### src/rtl/sram_arb_pkg.sv
// Shared types and defaults for the two-master SRAM port arbiter.
package sram_arb_pkg;

  localparam int DEF_ADDR_WD = 8;
  localparam int DEF_DATA_WD = 32;

  typedef enum logic [2:0] {
    IDLE,
    WR_ISSUE,
    RD_ISSUE,
    RD_WAIT,
    ACK
  } arb_state_t;

  typedef logic mst_idx_t;

endpackage

### src/rtl/sram_arb_rr2.sv
// Two-request arbiter: round-robin with last-grant pointer, or fixed m0 priority
// when SRAM_ARB_FIXED_PRIO_EN is defined. `hold` withdraws the grant for one cycle.
module sram_arb_rr2
  import sram_arb_pkg::*;
(
  input  logic       clk,
  input  logic       rst,
  input  logic [1:0] req,
  input  logic       hold,
  output logic [1:0] pick,
  output logic [1:0] gnt
);

`ifdef SRAM_ARB_FIXED_PRIO_EN
  always_comb begin
    pick = 2'b00;
    if (req[0])      pick = 2'b01;
    else if (req[1]) pick = 2'b10;
  end
`else
  mst_idx_t last;

  // On contention, grant the master that was not served last.
  always_comb begin
    pick = req;
    if (req == 2'b11) pick = last ? 2'b01 : 2'b10;
  end

  always_ff @(posedge clk) begin
    if (rst)       last <= 1'b1;
    else if (|gnt) last <= gnt[1];
  end
`endif

  assign gnt = hold ? 2'b00 : pick;

endmodule

### src/rtl/sram_port_arbiter.sv
// Shares a 1rw1r SRAM between two Wishbone-classic masters: writes on port 0, reads on port 1.
// Build option SRAM_ARB_FIXED_PRIO_EN selects fixed m0 priority instead of round-robin.
module sram_port_arbiter
  import sram_arb_pkg::*;
#(
  parameter int ADDR_WD = DEF_ADDR_WD,
  parameter int DATA_WD = DEF_DATA_WD
) (
  input  logic                 wb_clk_i,
  input  logic                 rst_i,
  input  logic                 m0_wb_cyc_i,
  input  logic                 m0_wb_stb_i,
  input  logic                 m0_wb_we_i,
  input  logic [ADDR_WD-1:0]   m0_wb_adr_i,
  input  logic [DATA_WD/8-1:0] m0_wb_sel_i,
  input  logic [DATA_WD-1:0]   m0_wb_dat_i,
  output logic [DATA_WD-1:0]   m0_wb_dat_o,
  output logic                 m0_wb_ack_o,
  input  logic                 m1_wb_cyc_i,
  input  logic                 m1_wb_stb_i,
  input  logic                 m1_wb_we_i,
  input  logic [ADDR_WD-1:0]   m1_wb_adr_i,
  input  logic [DATA_WD/8-1:0] m1_wb_sel_i,
  input  logic [DATA_WD-1:0]   m1_wb_dat_i,
  output logic [DATA_WD-1:0]   m1_wb_dat_o,
  output logic                 m1_wb_ack_o,
  output logic                 sram_csb0,
  output logic                 sram_web0,
  output logic [DATA_WD/8-1:0] sram_wmask0,
  output logic [ADDR_WD-1:0]   sram_addr0,
  output logic [DATA_WD-1:0]   sram_din0,
  output logic                 sram_csb1,
  output logic [ADDR_WD-1:0]   sram_addr1,
  input  logic [DATA_WD-1:0]   sram_dout1
);

  localparam int SEL_WD = DATA_WD / 8;

  logic [1:0]         cyc, stb, we, ack;
  logic [ADDR_WD-1:0] adr  [2];
  logic [SEL_WD-1:0]  sel  [2];
  logic [DATA_WD-1:0] wdat [2];
  logic [DATA_WD-1:0] rdat [2];

  assign cyc     = {m1_wb_cyc_i, m0_wb_cyc_i};
  assign stb     = {m1_wb_stb_i, m0_wb_stb_i};
  assign we      = {m1_wb_we_i,  m0_wb_we_i};
  assign adr[0]  = m0_wb_adr_i;
  assign adr[1]  = m1_wb_adr_i;
  assign sel[0]  = m0_wb_sel_i;
  assign sel[1]  = m1_wb_sel_i;
  assign wdat[0] = m0_wb_dat_i;
  assign wdat[1] = m1_wb_dat_i;

  arb_state_t st     [2];
  arb_state_t st_nxt [2];
  logic [1:0] wr_req, rd_req, wr_pick, wr_gnt, rd_pick, rd_gnt;
  mst_idx_t   wr_idx, rd_idx;
  logic       hazard;

  always_comb begin
    for (int k = 0; k < 2; k++) begin
      wr_req[k] = (st[k] == IDLE) && cyc[k] && stb[k] &&  we[k];
      rd_req[k] = (st[k] == IDLE) && cyc[k] && stb[k] && !we[k];
    end
  end

  assign wr_idx = wr_pick[1];
  assign rd_idx = rd_pick[1];

  // A read racing a write to the same word from the other master waits a cycle.
  assign hazard = (|wr_pick) && (|rd_pick) && (adr[wr_idx] == adr[rd_idx]);

  sram_arb_rr2 u_wr_arb (
    .clk  (wb_clk_i),
    .rst  (rst_i),
    .req  (wr_req),
    .hold (1'b0),
    .pick (wr_pick),
    .gnt  (wr_gnt)
  );

  sram_arb_rr2 u_rd_arb (
    .clk  (wb_clk_i),
    .rst  (rst_i),
    .req  (rd_req),
    .hold (hazard),
    .pick (rd_pick),
    .gnt  (rd_gnt)
  );

  always_ff @(posedge wb_clk_i) begin
    if (rst_i) begin
      for (int k = 0; k < 2; k++) st[k] <= IDLE;
    end else begin
      for (int k = 0; k < 2; k++) st[k] <= st_nxt[k];
    end
  end

  always_comb begin
    for (int k = 0; k < 2; k++) begin
      st_nxt[k] = st[k];
      case (st[k])
        IDLE: begin
          if (wr_gnt[k])      st_nxt[k] = WR_ISSUE;
          else if (rd_gnt[k]) st_nxt[k] = RD_ISSUE;
        end
        WR_ISSUE: st_nxt[k] = ACK;
        RD_ISSUE: st_nxt[k] = RD_WAIT;
        RD_WAIT:  st_nxt[k] = ACK;
        ACK:      st_nxt[k] = IDLE;
        default:  st_nxt[k] = IDLE;
      endcase
    end
  end

  always_comb begin
    for (int k = 0; k < 2; k++) ack[k] = (st[k] == ACK);
  end

  assign m0_wb_ack_o = ack[0];
  assign m1_wb_ack_o = ack[1];

  // SRAM command is registered so the macro sees it in the ISSUE cycle.
  always_ff @(posedge wb_clk_i) begin
    if (rst_i) begin
      sram_csb0   <= 1'b1;
      sram_web0   <= 1'b1;
      sram_wmask0 <= '0;
      sram_addr0  <= '0;
      sram_din0   <= '0;
      sram_csb1   <= 1'b1;
      sram_addr1  <= '0;
    end else begin
      sram_csb0 <= ~|wr_gnt;
      sram_web0 <= ~|wr_gnt;
      if (|wr_gnt) begin
        sram_wmask0 <= sel[wr_idx];
        sram_addr0  <= adr[wr_idx];
        sram_din0   <= wdat[wr_idx];
      end
      sram_csb1 <= ~|rd_gnt;
      if (|rd_gnt) sram_addr1 <= adr[rd_idx];
    end
  end

  always_ff @(posedge wb_clk_i) begin
    if (rst_i) begin
      for (int k = 0; k < 2; k++) rdat[k] <= '0;
    end else begin
      for (int k = 0; k < 2; k++) begin
        if (st[k] == RD_WAIT) rdat[k] <= sram_dout1;
      end
    end
  end

  assign m0_wb_dat_o = rdat[0];
  assign m1_wb_dat_o = rdat[1];

endmodule

### config.mk
export PLATFORM = sky130hd
export DESIGN_NAME = sram_port_arbiter
export DESIGN_NICKNAME = d
export VERILOG_FILES = /design/src/rtl/sram_arb_pkg.sv /design/src/rtl/sram_arb_rr2.sv /design/src/rtl/sram_port_arbiter.sv
export SDC_FILE = /design/constraint.sdc
export NUM_CORES = 1
export LEC_CHECK = 0
export CAP_MARGIN = 20
export CORE_ASPECT_RATIO = 1.1
export CORE_UTILIZATION = 30
export DETAILED_ROUTE_END_ITERATION = 6
export PLACE_DENSITY = 0.71
export SLEW_MARGIN = 40
export SYNTH_ARGS = -nofsm -noshare
export SYNTH_HDL_FRONTEND = slang
export SYNTH_SLANG_ARGS = --single-unit
### constraint.sdc
create_clock -name wb_clk_i -period 4.25 [get_ports wb_clk_i]
set_input_delay 0.6375 -clock wb_clk_i [delete_from_list [all_inputs] [get_ports wb_clk_i]]
set_output_delay 0.6375 -clock wb_clk_i [all_outputs]
set_load 0.005 [all_outputs]
**Met1 routing**

Bar = 50 µm. Cells faint in the background.
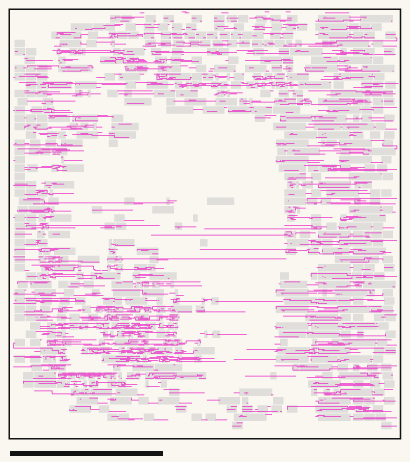
share of all routed wire: 41%
wire length on this layer: 5900 µm

==> impl_metrics.py <==
# Metrics from the implementation run
metrics = {
    "setup_path": {
        "worstReg2RegStart": "st[0][2]",
        "cp.required_ns": 4.56,
        "critical_path_class": "in2reg",
        "cp_slowest_cell": "nand2_2",
        "worstReg2RegEnd": "sram_din0[14]",
        "worstPathArrival_ns": 2.91,
        "rrSetupSlack_ns": 1.99,
        "cpPeakStageDelay_ns": 0.52,
        "crit_path_end_kind": "flop",
        "crit_chain": "clkdlybuf4s50_1 > nand3b_4 > nor3_1 > nand2_1 > nand2_2 > buf_12 > nor2_1 > a211oi_1",
        "ff2ff_path_depth": 7,
        "endpoint": "sram_din0[14]",
        "crit_path_max_fanout": 54,
        "critPathLaunch": "m0_wb_stb_i",
        "critPathLaunchType": "input pin",
    },
    "pwr": {
        "p_leak_uw": 0.00331,
        "ir_drop_v": 0.000270,
        "power.density_nw_per_um2": 380,
    },
    "worst_hold_path": {
        "min_path_type": "reg2reg",
        "hold_start": "sram_addr1[7]",
        "holdPathEnd": "sram_addr1[7]",
        "holdPathStages": 1,
    },
    "routing": {
        "viasPerCell": 4.66,
        "ant_nets": 0,
        "drtPass1Iterations": 4,
        "wl_per_cell_um": 15.7,
        "routed-via-count": 4286,
        "drc": 0,
        "routed_wl_um": 14500,
        "drt_iter0_drc": 143,
    },
    "placed_design": {
        "post_dp_cell_area_um2": 7880,
        "gp_congestion": 0.815,
        "dp_slack_ns": 1.26,
        "dpl.hpwl_um": 10900,
        "numPortBuffers": 248,
    },
    "logic_synthesis": {
        "async_reset_ff_frac": 0,
        "logic_family": "AND-OR/OR-AND gates",
        "top_area_frac": 0.369,
        "synth_nets": 557,
        "ff_type": "edfxtp_1",
        "ys_area_um2": 5210,
        "yosysTopAreaCell": "edfxtp_1",
        "synth_area_um2": 5210,
        "mux_area_frac": 0.0846,
        "ys_seq_elements": 126,
        "ys_sh_simple": 0.128,
        "synthCells": 429,
        "xor_share": 0.00841,
        "synthAoiAreaFrac": 0.133,
        "seq_area_frac_synth": 0.607,
        "yosys_cells": 429,
        "synth-adder-area-share": 0,
        "area_leaders": "edfxtp_1 37%, dfxtp_1 24%, mux2i_1 8.5%",
        "edf_count": 64,
        "netlist-cell-type-count": 39,
        "ys_warn_count": 0,
        "avgSynthCellArea_um2": 12.1,
    },
    "global_route": {
        "grt_use_total": 0.166,
        "grt_pass1_wl_um": 22800,
        "antenna_found_initial": 0,
        "grt_start_max_net_pins": 55,
        "overflow": 0,
        "grt_pass1_vias": 4362,
    },
    "floorplan": {
        "row_count": 50,
        "dieWidth_um": 128,
        "die_area_um2": 17900,
        "fp.dieH_um": 140,
        "ios": 249,
        "initial_core_util": 0.306,
        "core_area_um2": 17000,
    },
    "layout": {
        "layout_top_cells": "247 x clkdlybuf4s50_1, 64 x edfxtp_1, 62 x dfxtp_1, 53 x a211oi_1, 50 x nor2_1",
        "syn_to_final_growth_pct": 62.0,
        "layout.nets": 801,
        "layout.cells.most_common": "clkdlybuf4s50_1",
        "drive_above_1_share": 0.0729,
        "diodes": 0,
        "final_cell_area_um2": 8440,
    },
    "clock_tree": {
        "clk_path_buf_depth": 2,
        "cts_root_buf": "clkbuf_16",
        "holdBufCountCts": 0,
        "cts_tree": "yes",
        "h-tree-depth": 4,
        "cts_resized": 0,
        "cts_setup_buffers": 0,
        "clock-sinks": 126,
        "numCtsBuffers": 17,
        "clock_latency_ns": 0.41,
        "clk_pin_slew_ns": 0.06,
    },
    "final_timing": {
        "setup_slack_ns": 1.66,
        "hold_viol_final": 0,
        "worst_pin_slew_ns": 0.703,
        "finalSetupViolCount": 0,
        "rsz0062_at_grt": "false",
        "post-route-min-period_ns": 2.59,
        "maxSlewViolCount": 0,
        "tns_ns": 0,
        "finalClockPeriodUsage": 0.610,
        "fmax_mhz": 386,
        "finalClockSkew_ns": 0.00727,
        "slew_headroom": 0.531,
    },
    "job": {
        "cap_violations": 0,
        "warning_count": 26,
    },
    "run_status": {
        "outcome": "finished, final reports clean",
    },
}
**Met2 routing**

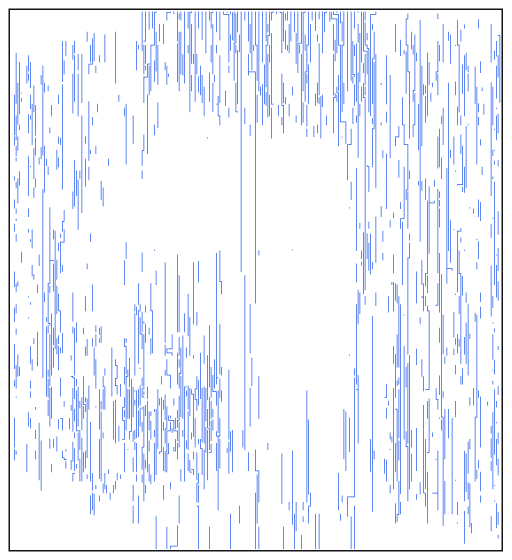
longest straight run: 67.5 µm
nets with wire on the layer: 704
wire length on this layer: 6980 µm
main direction: vertical
share of all routed wire: 48%

==> cell type report <==
cell class                 instances  area, µm²
inverter                           9       33.8
fill                            1516       8580
sequential                       126       3160
timing repair buffer             255       2540
multi-input combinational        264       1840
tap                              234        293
clock buffer                      17        425
clock inverter                    15        139
==> stage by stage <==
stage | hold WS, ns | instances | util | power (µW)
after floorplan | 0.441 | 429 | - | 1590
after global placement | 0.460 | 888 | 0.463 | 1880
after detailed placement | 0.453 | 888 | 0.463 | 1880
after CTS | 0.479 | 920 | 0.496 | 3260
after global routing | 0.498 | 920 | 0.496 | 3350
final | 0.472 | 920 | 0.496 | 3210
==> per-layer routing <==
metal,global-route usage,part of all wire
met2,0.279,0.48
met1,0.190,0.41
met3,0.0680,0.098
met5,0,0
met4,0.0551,0.012
==> Yosys cell counts (3+ instances only) <==
cell type and instances:
edfxtp_1 64, dfxtp_1 62, a211oi_1 53, nor2_1 50, mux2i_1 44, nor2b_1 40
clkbuf_1 18, nand2_1 11, inv_1 9, o221ai_1 8, o22a_1 8, a21oi_1 6
buf_6 6, nor3_1 6, xor2_1 5, nor3b_1 4, buf_4 3, nor4_1 3
o21a_1 3
==> state kept, by name, indices dropped and copies added (netlist names) <==
signal / flops
rdat: 64
sram_din0: 32
sram_addr0: 8
sram_addr1: 8
st: 6
sram_wmask0: 4
sram_csb1: 1
sram_web0: 1
u_rd_arb.last: 1
u_wr_arb.last: 1
==> critical path: cells and delay by family <==
kind / cells / cell delay [ns]
compound gates: 1 / 0.22
buf+inv: 2 / 0.81
simple gates: 5 / 1.20
==> power by group <==
part           switching [µW]  leakage, µW  internal (µW)
logic                     185      0.00187            289
registers                35.2      0.00117           1350
clock network             545     0.000268            809
Power and IR drop assume default switching activity.
